===== src/rtl/alu_seq.sv =====
// Multi-cycle W-bit ALU with start/done handshake and registered result flags.
// Define ALU_MUL_EN to enable the shift-add multiplier on opcode 1110.
module alu_seq #(
  parameter int unsigned W = 8
) (
  input  logic         Clk,
  input  logic         Reset,
  input  logic         start,
  input  logic [3:0]   alu_cmd,
  input  logic [W-1:0] inA,
  input  logic [W-1:0] inB,
  input  logic         sc_i,
  output logic         busy,
  output logic         done,
  output logic [W-1:0] rslt,
  output logic         sc_o,
  output logic         pari,
  output logic         zero
);

  localparam int unsigned SHW = $clog2(W);
  localparam int unsigned CW  = $clog2(W + 1);

  typedef enum logic [1:0] {StIdle, StRun, StDone} state_e;

  state_e         state_q;
  logic           shr_q;
  logic [W-1:0]   sh_q;
  logic [CW-1:0]  cnt_q;

  logic [SHW-1:0] shamt;
  logic [W:0]     sum;
  logic [W-1:0]   one_r;
  logic           one_c;
  logic           multi;
  logic [W-1:0]   sh_nx;
  logic           sh_out;
  logic [W-1:0]   fin_r;
  logic           fin_c;

`ifdef ALU_MUL_EN
  logic           mul_q;
  logic [W-1:0]   mca_q;
  logic [2*W-1:0] prod_q;
  logic [W:0]     mul_hi;
  logic [2*W-1:0] prod_nx;
  logic           is_mul;
`endif

  // Decode for single-cycle ops; multi marks ops that need the RUN state.
  always_comb begin
    shamt = inB[SHW-1:0];
    sum   = '0;
    one_r = '0;
    one_c = 1'b0;
    multi = 1'b0;
`ifdef ALU_MUL_EN
    is_mul = 1'b0;
`endif
    case (alu_cmd)
      4'b0000: begin
        sum   = {1'b0, inA} + {1'b0, inB} + (W+1)'(sc_i);
        one_r = sum[W-1:0];
        one_c = sum[W];
      end
      4'b0001: begin
        sum   = {1'b0, inA} - {1'b0, inB};
        one_r = sum[W-1:0];
        one_c = sum[W];
      end
      4'b0010: one_r = inB;
      4'b0011: one_r = inA & inB;
      4'b0100: one_r = inA ^ inB;
      4'b0101: one_r = inA | inB;
      4'b1010, 4'b1011: begin
        if (shamt == '0) one_r = inA;
        else             multi = 1'b1;
      end
      4'b1100: one_r = {{(W-1){1'b0}}, inA != inB};
      4'b1101: one_r = {{(W-1){1'b0}}, inA < inB};
`ifdef ALU_MUL_EN
      4'b1110: begin
        multi  = 1'b1;
        is_mul = 1'b1;
      end
`endif
      default: ;
    endcase
  end

  always_comb begin
    sh_nx  = shr_q ? (sh_q >> 1) : (sh_q << 1);
    sh_out = shr_q ? sh_q[0] : sh_q[W-1];
    fin_r  = sh_nx;
    fin_c  = sh_out;
`ifdef ALU_MUL_EN
    // Shift-add step: add multiplicand into the high half when the current
    // multiplier bit is set, then shift the whole product right by one.
    mul_hi  = {1'b0, prod_q[2*W-1:W]} + (prod_q[0] ? {1'b0, mca_q} : '0);
    prod_nx = {mul_hi, prod_q[W-1:1]};
    if (mul_q) begin
      fin_r = prod_nx[W-1:0];
      fin_c = |prod_nx[2*W-1:W];
    end
`endif
  end

  always_ff @(posedge Clk) begin
    if (Reset) begin
      state_q <= StIdle;
      shr_q   <= 1'b0;
      sh_q    <= '0;
      cnt_q   <= '0;
      busy    <= 1'b0;
      done    <= 1'b0;
      rslt    <= '0;
      sc_o    <= 1'b0;
      pari    <= 1'b0;
      zero    <= 1'b0;
`ifdef ALU_MUL_EN
      mul_q   <= 1'b0;
      mca_q   <= '0;
      prod_q  <= '0;
`endif
    end else begin
      done <= 1'b0;
      case (state_q)
        StRun: begin
          sh_q  <= sh_nx;
          cnt_q <= cnt_q - CW'(1);
`ifdef ALU_MUL_EN
          prod_q <= prod_nx;
`endif
          if (cnt_q == CW'(1)) begin
            state_q <= StDone;
            busy    <= 1'b0;
            done    <= 1'b1;
            rslt    <= fin_r;
            sc_o    <= fin_c;
            pari    <= ^fin_r;
            zero    <= (fin_r == '0);
          end
        end
        default: begin
          // IDLE and DONE both accept a new request.
          if (start) begin
            if (multi) begin
              state_q <= StRun;
              busy    <= 1'b1;
              shr_q   <= alu_cmd[0];
              sh_q    <= inA;
`ifdef ALU_MUL_EN
              mul_q   <= is_mul;
              mca_q   <= inA;
              prod_q  <= {{W{1'b0}}, inB};
              cnt_q   <= is_mul ? CW'(W) : CW'(shamt);
`else
              cnt_q   <= CW'(shamt);
`endif
            end else begin
              state_q <= StDone;
              done    <= 1'b1;
              rslt    <= one_r;
              sc_o    <= one_c;
              pari    <= ^one_r;
              zero    <= (one_r == '0);
            end
          end else begin
            state_q <= StIdle;
          end
        end
      endcase
    end
  end

endmodule


===== config.mk =====
export PLATFORM = sky130hd
export DESIGN_NAME = alu_seq
export DESIGN_NICKNAME = d
export VERILOG_FILES = /design/src/rtl/alu_seq.sv
export SDC_FILE = /design/constraint.sdc
export NUM_CORES = 1
export LEC_CHECK = 0
export ABC_AREA = 1
export CORE_ASPECT_RATIO = 1.5
export CORE_MARGIN = 2
export CORE_UTILIZATION = 30
export DETAILED_ROUTE_END_ITERATION = 6
export GPL_ROUTABILITY_DRIVEN = 0
export MAX_ROUTING_LAYER = met4
export PLACE_DENSITY = 0.61
export RECOVER_POWER = 100
export SKIP_LAST_GASP = 1
export SLEW_MARGIN = 20
export SYNTH_ARGS = -nofsm -noshare
export SYNTH_HDL_FRONTEND = slang
export SYNTH_SLANG_ARGS = --single-unit

===== constraint.sdc =====
create_clock -name Clk -period 2.77 [get_ports Clk]
set_input_delay 0.554 -clock Clk [delete_from_list [all_inputs] [get_ports Clk]]
set_output_delay 0.554 -clock Clk [all_outputs]
set_load 0.01 [all_outputs]

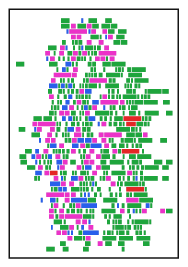
Fig. 1. Sizing map.
Scale: 2 px per micron.
drive 3 to 4 -> magenta  # cells 105, most used buf_4
drive 2 -> blue  # cells 61, most used inv_2
drive 6 and up -> red  # cells 5, most used clkbuf_16
drive 1 or less -> green  # cells 405, most used nand2_1

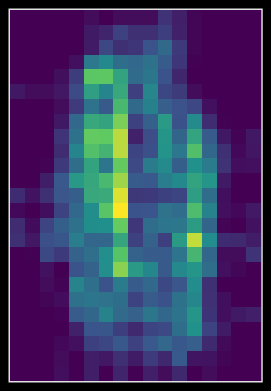
Fig. 2. Signal metal coverage by tile.
Scale: 3 px per micron. The die is cut into 17 by 25 equal tiles; dark purple is low, yellow is high, scaled to the fullest tile. Values are wire area over tile area, all layers added.
densest ninth of the die = center
nearly empty tiles = 31%
mean over tiles = 0.15
fullest tile = 0.75

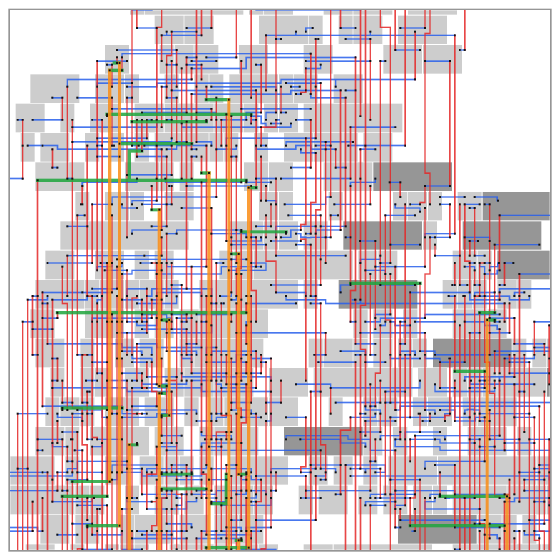
Fig. 3. A small window of the routed layout.
Window x 17 to 67, y 62 to 112 microns. Cells in gray, sequential cells in the stronger gray; small squares are vias.
met1 -> blue
met2 -> red
met4 -> orange
met3 -> green
sequential cells in the window = 9
cells with their middle in the window = 230
most frequent = nand2_1 (49), buf_4 (32), inv_1 (21)
netlist names of flops here include = `sh_q` (5), `rslt` (3)

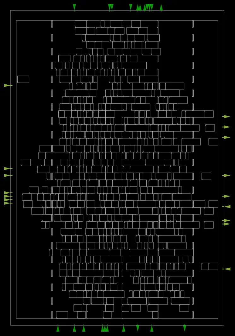
Fig. 4. Cell placement.
proportion of cell area occupied by registers: 0.129
Finished Core Util: 0.469
number of filler instances in the final layout: 961

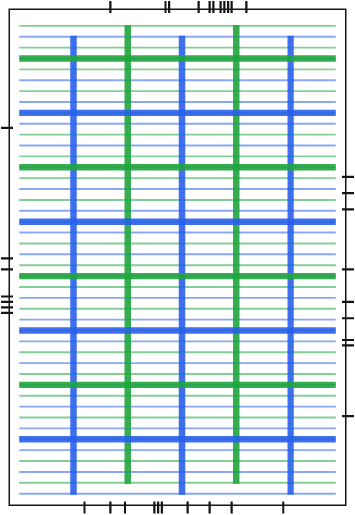
Fig. 5. Supply network.
Scale: 4 px per micron. Pins as bars on the die edge.
VDD -> green
VSS -> blue
met1 rails = 44
met4 straps = 5
rows = 43
worst vdd ir: 0.291 mV
Die X: 83.8 microns
core box area: 9250 sq um
die span in y: 124 microns

==> impl_metrics.ini <==
; implementation run metrics
[outcome]
run_status = completed

[sta]
maxClockFrequency_mhz = 371
final_report_setup_violation_count = 0
slew_headroom = 0.715
final_period_minus_worst_setup_slack_ns = 2.69
min_period_over_period = 0.973
finalHoldViolations = 0
final_max_slew_viol_count = 0
clk_skew_ns = 0.00201

[routing]
drtPass1Iterations = 5
routed_via_density = 5.04
per_cell_routed_wire_length_microns = 14.3
drt_drc_violations_left = 0
detail_route.iter0.violations = 122
vias = 3468
routed_wirelength_microns = 9830

[worst_setup_path]
worstPathArrival_ns = 2.85
worst-endpoint-required_ns = 2.92
worstSetupPathType = primary input to register
worst_setup_path_end_kind = register
cp-start-kind = primary input
worstRegToRegCells = 8
worst_setup_path_startpoint = inA[7]
maximum_fanout_count_along_the_critical_path = 3

[synth]
ys_cells = 455
synthFlopType = dfxtp_1
ys_top_cells_by_count = nand2_1 (105), inv_1 (64), nor2_1 (44)
synthTopCellsByArea = dfxtp_1 (20%), ha_1 (15%), nand2_1 (14%)
yosys_area_sq_um = 2860
syn-mean-instance-area_sq_um = 6.29
synth_area_sq_um = 2860
synth_cell_type_count = 36
enable_flop_cells = 0
ys_async_sr_fraction = 0
post-synth-top-count-cell = nand2_1
postSynthRegisterBits = 28
ys.warnings.count = 0
syn_nets = 516
postSynthCellCount = 455
synth-seq-area-share = 0.196

[clock_network]
worst_setup_hold_path_clk_slew_ns = 0.07
clockBufferDepth = 2
htree_levels = 1
cts.root.buffer_cell = clkbuf_16
cts.sink_count = 28
tritoncts.num_buffers = 3
clock_insertion_delay_worst_skew_ns = 0.27

[global_route]
grt_pass1_vias = 3463
number_of_antenna_violations_at_the_first_check_in_global_routing = 0
maximum_number_of_pins_on_one_net_before_global_route_repair = 25
globalRouteTotalUtil = 0.192

[finish]
diodes = 0
post_route_cells_drive_above_1_share = 0.297
area.growth.synth_to_final_pct = 51.5
final_nets = 638
final_cell_count_no_fill = 688

[floorplan]
floorplan.initialDensity = 0.309
chip_area_sq_um = 10400
floorplan.rows = 43
ios = 37

[power_and_ir_drop]
power.share.sequential = 0.308
p_total_w = 0.00144
sw_frac_of_total = 0.331
share_of_power_burned_in_the_clock_network = 0.251
combinational_share_of_power = 0.441

[min_path]
min_path_cells = 2
worstHoldPathType = register to register

[job]
number_of_violations_of_the_max_capacitance_limit = 0

[placement]
io_buffers = 36
[per-stage QoR]
| stage | cell area, sq um | TNS (ns) | hold WS [ns] | setup WS, ns |
|---|---|---|---|---|
| after global routing | 4340 | -0.0655 | 0.473 | -0.0384 |
| after floorplan | 2860 | 0 | 0.438 | 0.102 |
| after global placement | 3920 | -0.675 | 0.440 | -0.469 |
| final | 4340 | 0 | 0.449 | 0.0754 |
| after detailed placement | 3920 | -0.766 | 0.441 | -0.522 |
| after CTS | 4190 | 0 | 0.452 | 0.000810 |
[layout by cell type (no fill, tap or decap), types with 3 or more instances in the layout]
cell type	instances
nor2_1	39
buf_4	94
dlymetal6s2s_1	10
a21oi_2	4
ha_4	9
o21ai_0	10
ha_1	24
inv_1	48
fa_2	3
mux2i_1	6
o211ai_1	3
dlygate4sd3_1	4
nand2_2	8
nor2_2	6
o21ai_1	12
or2_1	5
nand3_2	10
a21oi_1	34
dfxtp_1	28
clkbuf_16	3
nand4_1	11
o22ai_1	6
a31oi_1	5
xnor2_1	3
dlygate4sd2_1	4
inv_2	25
nand2_1	98
nand3_1	28
clkdlybuf4s50_1	17
[state kept, by name, indices dropped and copies added (netlist names)]
signal and cells:
shr_q 1, sh_q 8, rslt 8, state_q 2, pari 1, done 1
zero 1, cnt_q 4, sc_o 1, busy 1
[final cells by class]
cell class | count | area [sq um]
sequential | 28 | 561
timing repair buffer | 131 | 1090
clock buffer | 4 | 88.8
fill | 961 | 4920
tap | 112 | 140
inverter | 73 | 274
multi-input combinational | 340 | 2180
[power groups by stage]
| stage | Sequential [W] | Clock (W) | Combinational, W |
|---|---|---|---|
| 2_1_floorplan | 0.000455 | 0 | 0.000272 |
| 3_3_place_gp | 0.000452 | 0 | 0.000540 |
| 3_5_place_dp | 0.000452 | 0 | 0.000545 |
| 4_1_cts | 0.000443 | 0.000365 | 0.000590 |
| 5_1_grt | 0.000446 | 0.000382 | 0.000689 |
| 6_report | 0.000443 | 0.000362 | 0.000635 |
[repair_timing]
item,in CTS,in global routing
endpoints found under the hold margin,0,0
cloned,0,0
endpoints found under the setup margin,1,2
setup buffers,6,5
pin swaps,7,15
resized,39,41
[worst max-delay path: stages]
cell and delay [ns]:
clkdlybuf4s50_1 0.43, buf_4 0.16, ha_1 0.21, or2_1 0.25, a211oi_2 0.20, nand2_2 0.11, nand3_2 0.09, inv_1 0.04
ha_1 0.27, xor2_1 0.17, xnor2_1 0.12, o211ai_1 0.16, a21oi_1 0.08
[path summary, 6_finish.rpt]
path,endpoint,slack (ns)
worst max-delay path,pari,0.08
worst min register to register,busy,0.45
worst max register to register,pari,0.75
worst min-delay path,busy,0.45
[layer usage]
layer / vias to the layer above / global-route usage / wire length, microns
li1: 1718 / - / -
met1: 1596 / 0.193 / 3630
met2: 122 / 0.367 / 5380
met3: 32 / 0.0139 / 372
met4: 0 / 0.104 / 449
met5: - / - / 0
[cells by family after synthesis]
family	synth area share
adder cells (fa/ha/maj)	0.170
XOR/XNOR	0.0184
AND/OR/NAND/NOR	0.325
multiplexers	0.0210
flip-flops	0.196
buffers and inverters	0.122
AND-OR/OR-AND	0.148
